Design mem_arbiter, sky130hd; sources not shown.
Run 1, placed standard cells:
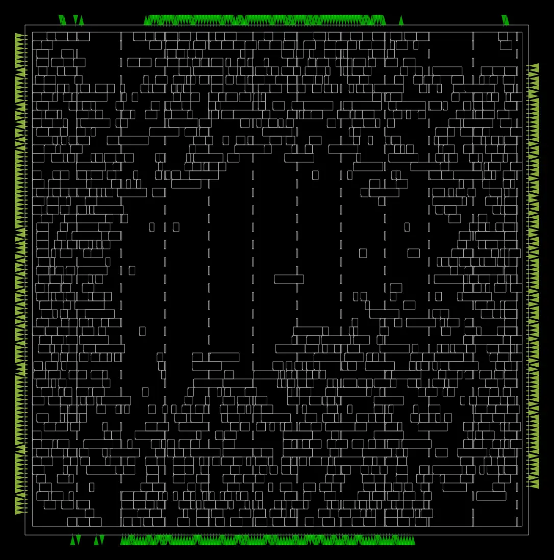
Core Rows: 57
core area: 23,800 µm²

Run 1, signal metal coverage by tile:
Drawn at 1.5 px/µm. The die is cut into 32 by 32 equal tiles; dark purple is low, yellow is high, scaled to the fullest tile. Values are wire area over tile area, all layers added.
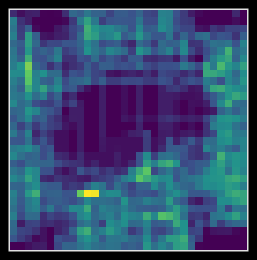
fullest tile: 0.64
densest ninth of the die: south
tiles over half the peak: 10%
nearly empty tiles: 9.7%
mean over tiles: 0.17
emptiest ninth of the die: center
final WL: 26.8 mm
Wirelength per Cell: 18.7 µm
Via Count: 6,655
global-route usage over all layers: 0.208

Run 1, logic cells by family:
Drawn at 2 px/µm.
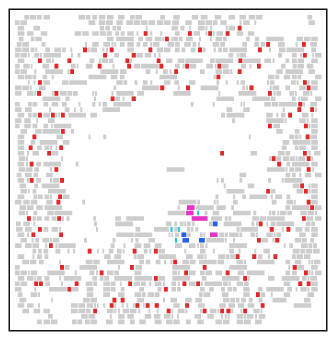
legend:
  cyan:
    family: inverters
    cells: 4
    most_used: inv_1
  red:
    family: AND and OR gates
    cells: 129
    most_used: and2_1
    where: spread over the die
  magenta:
    family: multiplexers
    cells: 4
    most_used: mux2_1
  blue:
    family: AND-OR and OR-AND gates
    cells: 4
    most_used: a21o_1
most frequent logic cell in the layout: clkdlybuf4s50_1
logic share of the area: 0.322
post-route insts no fill: 1,432

==> flow_metrics.tcl, run 1 <==
# collected from the flow reports
set metrics [dict create \
    outcome "complete, no violations" \
    finalHoldViolCount 0 \
    cts_buffer_depth 2 \
    final_util 0.414 \
    hold_slack_ns 0.456 \
    regArea_um2 1750 \
    chipArea_um2 25300 \
    root_buffer "clkbuf_16" \
    biggestCellCategory "non-clock buffers" \
    yosys_cells 722 \
    synthArstFlopShare 1.00 \
    syn2layout_area_growth_pct 81.0 \
    cp_max_fo 5 \
    synth_nets 1022 \
    placed_area_um2 9570 \
    gp_congestion 0.808 \
    n_clock_buffer 11 \
    inv_count 4 \
    crit_buf_inv 2 \
    mi_logic_area_um2 3170 \
    grt_max_degree 40 \
    leakage_nw 4.16 \
    yosys_most_used_dff "dfrtp_1" \
    setup_slack_ns 0.143 \
    grt_pass1_wl_mm 39.6 \
    criticalPathCategory "in2out" \
    arrival_ns 2.38 \
    synth_area_um2 5450 \
    design_area_um2 9860 \
    grt_pass1_vias 6829 \
    fin_crit_ns 2.66 \
    drt_iter0_markers 294 \
    n_all_buffers 466 \
    clock_latency_ns 0.34 \
    drt-vias-per-instance 4.65 \
    port_buffers 369 \
    ys_area_um2 5450 \
    ys_seq_elements 70 \
    ioPinCount 402 \
    cts_sinks 70 \
]
==> run 1: power by group <==
part / switching, W / internal (W)
combinational: 0.00290 / 0.00215
sequential: 0.000266 / 0.00154
clock: 0.000486 / 0.000625
total: 0.00365 / 0.00431
==> run 1: layer usage <==
| metal | routed length, µm | up-vias | GRT usage |
|---|---|---|---|
| met1 | 11100 | 3144 | 0.257 |
| met2 | 13100 | 282 | 0.363 |
| met5 | 12 | - | 0 |
| met3 | 2080 | 22 | 0.0499 |
| li1 | - | 3205 | - |
| met4 | 372 | 2 | 0.0479 |
==> run 1: logic make-up (layout without fill, tap and decap cells) <==
logic type,count (synthesis),in the layout,synth area share
and+or+nand+nor,402,402,0.374
AOI/OAI and AO/OA,146,146,0.196
buffers and inverters,100,486,0.0980
DFF,70,70,0.321
muxes,4,4,0.0103
==> run 1: worst reg2reg max path, cell delays in order (launching register included) <==
cell      delay [ns]
dfrtp_1         0.38
o22a_1          0.19
o32a_1          0.38
buf_2           0.26
buf_2           0.24
a211oi_1        0.38
o31ai_1         0.13
==> run 1: Yosys cell counts (6+ instances only) <==
| master | instances | area, µm² |
|---|---|---|
| nand2_1 | 196 | 736 |
| dfrtp_1 | 70 | 1750 |
| nor2b_1 | 66 | 413 |
| and2_1 | 65 | 407 |
| a211oi_1 | 64 | 480 |
| and3_1 | 64 | 400 |
| o31ai_1 | 64 | 480 |
| buf_4 | 34 | 255 |
| clkbuf_1 | 34 | 128 |
| buf_2 | 24 | 120 |
| a21oi_1 | 6 | 30.0 |
| o21ai_0 | 6 | 30.0 |
==> run 1: repair_timing <==
| item | 4_1_cts | 5_1_grt |
|---|---|---|
| hold buffers | 1 | 0 |
| setup endpoints to repair | 60 | 2 |
| hold endpoints to repair | 31 | 0 |
| gates resized | 11 | 3 |
Run 1, drive-strength map:
Drawn at 2 px/µm.
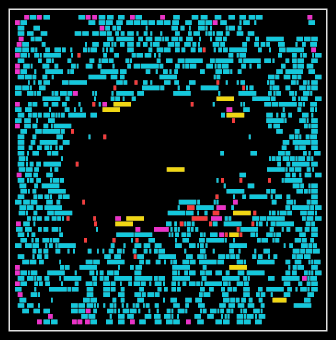

==> inputs of run 2 (changes only) <==
CAP_MARGIN = unset   (was 20)
CORE_AREA = 2 2 155 157   (was 2 2 156 158)
DIE_AREA = 0 0 157 159   (was 0 0 158 160)
clock period = 3.4 ns   (was 2.8 ns; I/O delays follow)
Run 2, drive-strength map:
Drawn at 2 px/µm.
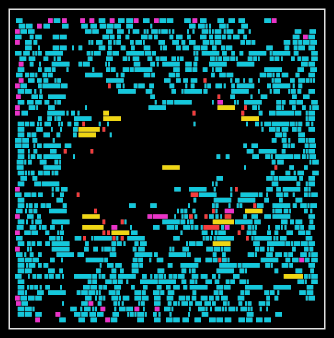
legend:
  yellow:
    size: drive 6 and up
    cells: 14
    share: 1.3%
    most_used: clkbuf_16
  cyan:
    size: drive 1 or less
    cells: 1,024
    share: 92%
    most_used: clkdlybuf4s50_1
  magenta:
    size: drive 3 to 4
    cells: 39
    share: 3.5%
    most_used: buf_4
  red:
    size: drive 2
    cells: 32
    share: 2.9%
    most_used: buf_2
design area: 9930 µm²
number of non-clock buffers in the layout: 467
min setup slack post-route: 0.237 ns
P&R area growth vs syn: 82.2%

==> run 2 against run 1 <==
Global-route usage decreased by 0.20 points. Core utilization increased by 1.4 points. Critical path depth decreased by 1. First-iteration DRC count decreased by 4.8%. Register-to-register slack improved by 0.54 ns. Clock skew decreased by 0.0047 ns. Synthesized cell count unchanged. Power decreased by 15%. Die area decreased by 1.3%. Final cell count decreased by 0.21%. Final area increased by 0.67%. Sequential share of layout area decreased by 0.12 points. Critical path type unchanged.
==> flow_metrics.tcl, run 2 <==
# collected from the flow reports
set metrics [dict create \
    outcome "complete, no violations" \
    vias 6553 \
    grtUsageMet3 0.0544 \
    final_util 0.428 \
    grt_use_met1 0.249 \
    core_area_um2 23200 \
    synth.area.mux_share 0.0103 \
    top_area_cell "dfrtp_1" \
    top_layer "met4" \
    drt_iter0_markers 280 \
    grt_pass1_wl_mm 38.8 \
    fin_crit_ns 3.16 \
    finalHoldViolCount 0 \
    wirelength_met1_mm 10.9 \
    fp-row-count 56 \
    synthTopCellsByCount "nand2_1, dfrtp_1, nor2b_1" \
    grt_pass1_vias 6559 \
    dr_wl_met3_mm 2.16 \
    crit_buf_inv 2 \
    grt_max_degree 41 \
    wl_mm 26.6 \
    clock_latency_ns 0.35 \
    gp_congestion 0.826 \
    routed-wl-met2_mm 13.0 \
    chipArea_um2 25000 \
    cp_max_fo 6 \
    top_usage_layer "met2" \
    synth_area_um2 5450 \
    gr-usage-met2 0.361 \
    yosys_most_used_dff "dfrtp_1" \
    aoi_share 0.196 \
    layoutNonFillerInstCount 1429 \
    cts_sinks 70 \
    criticalPathCategory "in2out" \
    ioPinCount 402 \
    leakage_nw 4.19 \
]
run 2: cell types whose count changed in the layout (fill, tap and decap cells not counted), sizes merged, moves of 2 or more:
| cell | change |
|---|---|
| bufinv | +3 |
| clkdlybuf4s50 | +4 |
| clkbuf | -2 |
| dlygate4sd2 | -3 |
run 2: cells by family (layout without fill, tap and decap cells):
group	Yosys count	count (layout)
buffers and inverters	100	487
AND/OR/NAND/NOR	402	402
AND-OR/OR-AND	146	146
multiplexers	4	4
flip-flops	70	70
other	0	1
run 2: per-stage QoR:
step                instance area, µm²  TNS (ns)  hold slack [ns]  power [W]
CTS                               9920         0            0.471    0.00686
global route                      9930         0            0.488    0.00720
finish                            9930         0            0.468    0.00676
global placement                  9540    -52.82            0.451    0.00567
floorplan                         5450         0           0.0444    0.00382
detailed placement                9570         0            0.329    0.00570
run 2: area by class of cell:
cell class	count	area [µm²]	area share
sequential	70	1750	0.176
buffer	96	522	0.0526
timing repair buffer	371	3730	0.376
multi-input combinational	552	3160	0.319
clock inverter	7	121	0.0122
inverter	4	15.0	0.00151
antenna	1	2.50	0.000252
tap	319	399	0.0402
clock buffer	9	225	0.0227
run 2: worst register-to-register path: cells and delay by family, from the launching register on:
| kind | cells | cell delay [ns] |
|---|---|---|
| AND-OR/OR-AND | 4 | 1.11 |
| buffers and inverters | 2 | 0.50 |
| flip-flops | 1 | 0.38 |
run 2: where the power goes:
| part | switching, W | internal, W | leakage [nW] |
|---|---|---|---|
| logic | 0.00239 | 0.00177 | 3.18 |
| registers | 0.000197 | 0.00127 | 0.842 |
| clock network | 0.000413 | 0.000721 | 0.170 |
| total | 0.00300 | 0.00375 | 4.19 |
run 2: repair_timing:
action	in CTS	in global routing
endpoints found under the hold margin	30	0
setup endpoints to repair	10	6
gates resized	1	2
hold buffers	1	0
No activity file was given, so power comes from the tool's default toggle rates.
